===== src/rtl/branch_target_predictor.sv =====
// Branch target predictor and redirect select for the 5-stage RV32 core.
// The direct-mapped BTB has a 2-bit saturating counter per entry. Lookup on
// IF_pc is purely combinational. Training comes from branches resolved in EXE.
// Wrap-around counters track resolved branches and mispredictions.
module branch_target_predictor #(
  parameter int unsigned addrWidth = 16,
  parameter int unsigned ENTRIES   = 16
) (
  input  logic                 clk,
  input  logic                 rst,
  input  logic                 Hcf,
  input  logic                 Stall,
  input  logic [addrWidth-1:0] IF_pc,
  input  logic                 EXE_is_branch,
  input  logic [addrWidth-1:0] EXE_pc,
  input  logic                 EXE_taken,
  input  logic [addrWidth-1:0] EXE_Target_pc,
  input  logic                 EXE_pred_taken,
  input  logic [addrWidth-1:0] EXE_pred_target,
  output logic                 IF_pred_taken,
  output logic [addrWidth-1:0] Predict_Target_pc,
  output logic [1:0]           PCSel,
  output logic                 Flush,
  output logic [31:0]          branch_cnt,
  output logic [31:0]          mispredict_cnt
);

  localparam int unsigned IDX  = $clog2(ENTRIES);
  localparam int unsigned TAGW = addrWidth - IDX - 2;

  localparam logic [1:0] IfPcPlus4  = 2'b00;
  localparam logic [1:0] IfPTPc     = 2'b01;
  localparam logic [1:0] ExeTPc     = 2'b10;
  localparam logic [1:0] ExePcPlus4 = 2'b11;

  // Counter encoding: 00 strong NT, 01 weak NT, 10 weak T, 11 strong T.
  localparam logic [1:0] CtrWeakNt = 2'b01;
  localparam logic [1:0] CtrWeakT  = 2'b10;

  // BTB storage.
  logic                 valid_q  [ENTRIES];
  logic [TAGW-1:0]      tag_q    [ENTRIES];
  logic [addrWidth-1:0] target_q [ENTRIES];
  logic [1:0]           ctr_q    [ENTRIES];

  logic [31:0] branch_cnt_q, branch_cnt_d;
  logic [31:0] mispredict_cnt_q, mispredict_cnt_d;

  // The byte offset within a word never takes part in indexing or tagging.
  logic unused_pc_lsbs;
  assign unused_pc_lsbs = ^{IF_pc[1:0], EXE_pc[1:0]};

  // Fetch-side lookup fields.
  logic [IDX-1:0]  if_idx;
  logic [TAGW-1:0] if_tag;
  logic            if_hit;

  assign if_idx = IF_pc[IDX+1:2];
  assign if_tag = IF_pc[addrWidth-1:IDX+2];

  // Combinational lookup: reads the stored contents, without bypass from EXE.
  always_comb begin
    if_hit            = valid_q[if_idx] && (tag_q[if_idx] == if_tag);
    IF_pred_taken     = if_hit && ctr_q[if_idx][1];
    Predict_Target_pc = if_hit ? target_q[if_idx] : '0;
  end

  // Mispredict detection on the resolving EXE instruction.
  logic mispredict;

  always_comb begin
    mispredict = 1'b0;
    if (EXE_is_branch) begin
      if (EXE_taken != EXE_pred_taken) begin
        mispredict = 1'b1;
      end else if (EXE_taken && (EXE_Target_pc != EXE_pred_target)) begin
        mispredict = 1'b1;
      end
    end
  end

  assign Flush = mispredict;

  // Next-PC select. An EXE redirect takes precedence over the fetch prediction.
  always_comb begin
    PCSel = IfPcPlus4;
    if (mispredict && EXE_taken) begin
      PCSel = ExeTPc;
    end else if (mispredict) begin
      PCSel = ExePcPlus4;
    end else if (IF_pred_taken) begin
      PCSel = IfPTPc;
    end
  end

  // EXE-side training fields.
  logic [IDX-1:0]  ex_idx;
  logic [TAGW-1:0] ex_tag;
  logic            ex_hit;
  logic            upd_en;
  logic [1:0]      ex_ctr_d;

  assign ex_idx = EXE_pc[IDX+1:2];
  assign ex_tag = EXE_pc[addrWidth-1:IDX+2];
  assign upd_en = EXE_is_branch && !Stall && !Hcf;

  // Saturating counter step for the entry that is being trained.
  always_comb begin
    ex_hit   = valid_q[ex_idx] && (tag_q[ex_idx] == ex_tag);
    ex_ctr_d = ctr_q[ex_idx];
    if (EXE_taken) begin
      if (ctr_q[ex_idx] != 2'b11) begin
        ex_ctr_d = ctr_q[ex_idx] + 2'd1;
      end
    end else begin
      if (ctr_q[ex_idx] != 2'b00) begin
        ex_ctr_d = ctr_q[ex_idx] - 2'd1;
      end
    end
  end

  // Performance counter next state; both wrap naturally at 32 bits.
  always_comb begin
    branch_cnt_d     = branch_cnt_q;
    mispredict_cnt_d = mispredict_cnt_q;
    if (upd_en) begin
      branch_cnt_d = branch_cnt_q + 32'd1;
      if (mispredict) begin
        mispredict_cnt_d = mispredict_cnt_q + 32'd1;
      end
    end
  end

  // BTB update. A taken miss allocates and evicts whatever aliases that index.
  always_ff @(posedge clk or posedge rst) begin
    if (rst) begin
      for (int i = 0; i < int'(ENTRIES); i++) begin
        valid_q[i]  <= 1'b0;
        tag_q[i]    <= '0;
        target_q[i] <= '0;
        ctr_q[i]    <= CtrWeakNt;
      end
    end else if (upd_en) begin
      if (ex_hit) begin
        ctr_q[ex_idx] <= ex_ctr_d;
        if (EXE_taken) begin
          target_q[ex_idx] <= EXE_Target_pc;
        end
      end else if (EXE_taken) begin
        valid_q[ex_idx]  <= 1'b1;
        tag_q[ex_idx]    <= ex_tag;
        target_q[ex_idx] <= EXE_Target_pc;
        ctr_q[ex_idx]    <= CtrWeakT;
      end
    end
  end

  // Performance counter state.
  always_ff @(posedge clk or posedge rst) begin
    if (rst) begin
      branch_cnt_q     <= '0;
      mispredict_cnt_q <= '0;
    end else begin
      branch_cnt_q     <= branch_cnt_d;
      mispredict_cnt_q <= mispredict_cnt_d;
    end
  end

  assign branch_cnt     = branch_cnt_q;
  assign mispredict_cnt = mispredict_cnt_q;

endmodule

===== config.mk =====
export PLATFORM = sky130hd
export DESIGN_NAME = branch_target_predictor
export DESIGN_NICKNAME = d
export VERILOG_FILES = /design/src/rtl/branch_target_predictor.sv
export SDC_FILE = /design/constraint.sdc
export NUM_CORES = 1
export LEC_CHECK = 0
export ABC_AREA = 1
export CORE_AREA = 5 5 218 220
export CTS_BUF_LIST = sky130_fd_sc_hd__clkbuf_16
export CTS_CLUSTER_DIAMETER = 50
export DETAILED_ROUTE_END_ITERATION = 8
export DIE_AREA = 0 0 223 225
export GPL_TIMING_DRIVEN = 0
export PLACE_DENSITY = 0.87
export SYNTH_ARGS = -nofsm -noshare
export SYNTH_HDL_FRONTEND = slang
export SYNTH_SLANG_ARGS = --single-unit

===== constraint.sdc =====
create_clock -name clk -period 23.4 [get_ports clk]
set_clock_uncertainty 0.1 [all_clocks]
set_input_delay 4.68 -clock clk [delete_from_list [all_inputs] [get_ports clk]]
set_output_delay 4.68 -clock clk [all_outputs]
set_load 0.01 [all_outputs]

Figure 1. Supply network.
The bar under the picture is 50 µm long. Pins as bars on the die edge. Tap cells in gray.
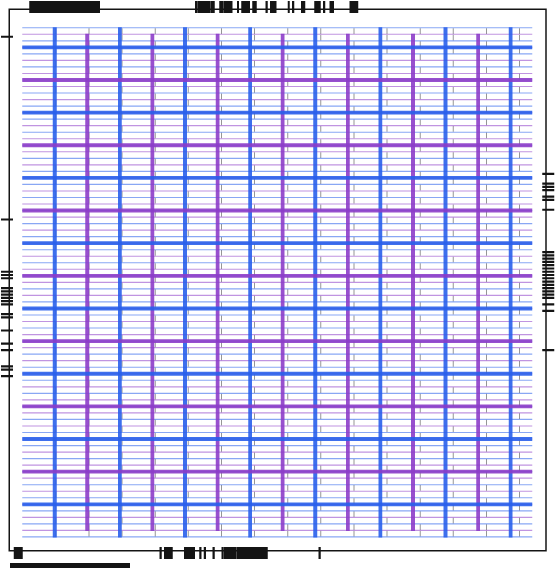
Purple stands for VDD. Blue stands for VSS.
155 signal pins sit on the boundary. The core has 78 rows. 15 straps on met5. 15 straps on met4.
core area: 45100 µm²
Peak VDD IR: 0.0566 mV
Die Y: 225 µm
Die W: 223 µm

Figure 2. Placed cells, one color a class.
The bar under the picture is 50 µm long.
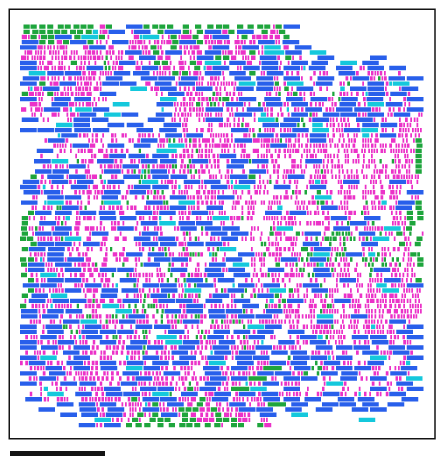
Magenta stands for remaining logic cells, cells 2803, share of their area 42%. Cyan stands for clock drivers and dummy loads, cells 111, share of their area 6.2%. Blue stands for sequential cells, cells 528, share of their area 44%. Green stands for remaining buffers and delay cells, cells 395, share of their area 8.7%.
final core utilization: 0.690
# rows: 78
sequential share of cell area: 0.425

==> results.ini <==
[timing]
hold_viol_final=0
final_max_slew_viol_count=0
worst_pin_slew_ns=0.977
rsz0062_at_grt=false
finalWorstPathRequiredPeriod_ns=14.15
setup_slack_ns=9.25
fin_crit_sh=0.605
relSlewSlack=0.348
max_freq_ghz=0.0707
setup_viol=0

[synth]
aoi_share=0.160
edf_count=0
syn_area_um2=26900
synthCells=3574
yosysWarnings=0
synthArstFlopShare=1.00
ys_seq_share=0.492
topCombFamilyByArea=simple AND/OR/NAND/NOR gates
synth_area_per_cell_um2=7.53
synth_cell_type_count=45
mux_share=0
yosysChipArea_um2=26900
simple_gate_area_frac=0.264
syn-num-nets=3647
xor_share=0.0221
ys_sh_adder=0.00130
ff_type=dfrtp_1
ys.flops=528
ys_cells=3574

[route]
wl_per_cell_um=23.0
drtIter0Drc=4630
ant_nets=0
vias=27900
via_per_inst=6.29
firstDrtPassIters=7
wirelength_um=102000
drc=0

[global_route]
grt_usage=0.396
antenna_found_initial=0
overflow=0
grt_pass1_vias=26500
grt_start_max_net_pins=124
grt_first_pass_wirelength_um=154000

[worst_setup_path]
critPathCapture=Predict_Target_pc[15]
cp.depth=12
critPathCaptureType=output pin
path_delay_family=simple AND/OR/NAND/NOR gates
reg2reg_slack_ns=20.37
r2r-end=tag_q[77]$_DFFE_PP0P_
critPathKind=primary input to output pin
worstReg2RegStart=tag_q[69]$_DFFE_PP0P_
cp-start-kind=primary input
path_cells=clkdlybuf4s50_1 > inv_1 > clkbuf_1 > nand3_1 > nand3_1 > o21ai_0 > nor2_1 > nand2_1 > nor2_1 > nand2_1 > nor3_1 > clkdlybuf4s50_1
cp_max_fo=10
worstRegToRegCells=15
startpoint=IF_pc[5]
worstPathRequired_ns=18.62
path_buffers=4
crit_arrival_ns=9.37
critPathMaxStageDelay_ns=0.77
slowest_stage=clkbuf_1

[power]
power_density_nw_per_um2=72.5
leakage_nw=14.4
switching_share=0.297
power.internal_w=0.00159
comb_power_share=0.134
seqPwrFrac=0.463
power.switching_w=0.000670
power_frac_clock=0.403

[clock_tree]
hold_buffers=0
clock.latency.late_pin_ns=0.66
clock-sinks=528
tritoncts=built
clock_path_buffers=3
cts-resized-gates=0
root_buffer=clkbuf_16
cts_setup_buffers=0
htreeDepth=2
cts_made_buffers=59
clkSlewWorstSetupHoldPaths_ns=0.06

[status]
status=completed

[run]
cap_violations=0
warning_count=36

[min_path]
hold_path_class=flop to flop

[layout]
drive_above_1_share=0.0503
final-comb-area_um2=12000
layout_top_cells=1307 x nand2_1, 561 x o21ai_0, 512 x dfrtp_1
ff_latch_area_um2=13200
fillers=3779
final_common_cell=nand2_1
layout.cells.non_filler=4437
syn2layout_area_growth_pct=15.7
nets=3860
antennaDiodeCount=0

[die]
ios=155
fp_util=0.597
dieArea_um2=50200

[placement]
place_congestion=1.07
pre_cts_slack_ns=9.84
io_buffer_count=148
numPlacedInstances=4326
dp_hpwl_um=71600

==> synth_stat cells (2+ instances only) <==
cell type  instances  area [µm²]
a21oi_1          122         611
a221oi_1          30         263
a22oi_1            8        60.1
a32o_1             3        30.0
buf_1              9        33.8
buf_2             34         170
buf_4             16         120
buf_6              3        33.8
clkbuf_1         168         631
clkbuf_2          13        65.1
dfrtp_1          512       12800
dfstp_2           16         420
ha_1               2        25.0
inv_1            152         571
inv_2              4        15.0
nand2_1         1307        4910
nand2_2            3        18.8
nand3_1          182         911
nand3b_1           2        15.0
nand4_1           22         138
nor2_1           227         852
nor2_4             5        56.3
nor3_1            14        70.1
nor4_1             9        56.3
o2111ai_1          2        17.5
o211ai_1          36         270
o21ai_0          561        2810
o21ai_1            9        45.0
o221ai_1           4        35.0
o22ai_1            4        25.0
o31ai_1           15         113
xnor2_1           43         377
xor2_1            25         219
==> how the worst min path moves through the flow <==
| stage | to | depth (start not counted) | start |
|---|---|---|---|
| final | ctr_q[16]$_DFFE_PP1P_ | 2 | ctr_q[16]$_DFFE_PP1P_ |
| after global routing | ctr_q[4]$_DFFE_PP1P_ | 2 | ctr_q[4]$_DFFE_PP1P_ |
| after CTS | ctr_q[16]$_DFFE_PP1P_ | 2 | ctr_q[16]$_DFFE_PP1P_ |
| after detailed placement | ctr_q[16]$_DFFE_PP1P_ | 2 | ctr_q[16]$_DFFE_PP1P_ |
| after global placement | ctr_q[16]$_DFFE_PP1P_ | 2 | ctr_q[16]$_DFFE_PP1P_ |
| after floorplan | valid_q[13]$_DFFE_PP0P_ | 2 | valid_q[13]$_DFFE_PP0P_ |
==> area by class of cell <==
class / count / share of cell area
tap: 600 / 0.0241
clock inverter: 51 / 0.0121
sequential: 528 / 0.425
buffer: 243 / 0.0338
multi-input combinational: 2646 / 0.386
clock buffer: 60 / 0.0482
inverter: 157 / 0.0192
timing repair buffer: 152 / 0.0511
==> through the flow <==
step	TNS, ns	hold WS (ns)	power [W]	instance area, µm²
5_1_grt	0	0.387	0.00233	31100
3_5_place_dp	0	0.353	0.00135	29200
2_1_floorplan	0	0.334	0.00122	26900
3_3_place_gp	-1019.53	0.350	0.00134	29100
4_1_cts	0	0.362	0.00224	31100
6_report	0	0.362	0.00226	31100
==> sequential cells by signal (all words and copies together) (netlist names) <==
name            flops
branch_cnt         32
tag_q             160
ctr_q              32
valid_q            16
mispredict_cnt     32
target_q          256
==> power groups by stage <==
stage	clock [W]	sequential [W]	combinational [W]
detailed placement	0	0.00106	0.000289
finish	0.000910	0.00105	0.000302
CTS	0.000908	0.00104	0.000292
floorplan	0	0.00104	0.000178
global placement	0	0.00106	0.000280
global route	0.000953	0.00105	0.000328
==> per-layer routing <==
layer | track usage | wire (µm) | up-vias
li1 | - | - | 12100
met1 | 0.499 | 36200 | 12900
met2 | 0.595 | 43400 | 2264
met3 | 0.0994 | 12700 | 621
met4 | 0.290 | 9700 | 0
met5 | 0 | 0 | -
==> worst register-to-register path: cells and delay by family (launching register included) <==
| family | cells | cell delay [ns] |
|---|---|---|
| buffers and inverters | 2 | 0.58 |
| DFF | 1 | 0.44 |
| and+or+nand+nor | 11 | 1.39 |
| AOI/OAI and AO/OA | 2 | 0.37 |
Power and IR drop assume default switching activity.
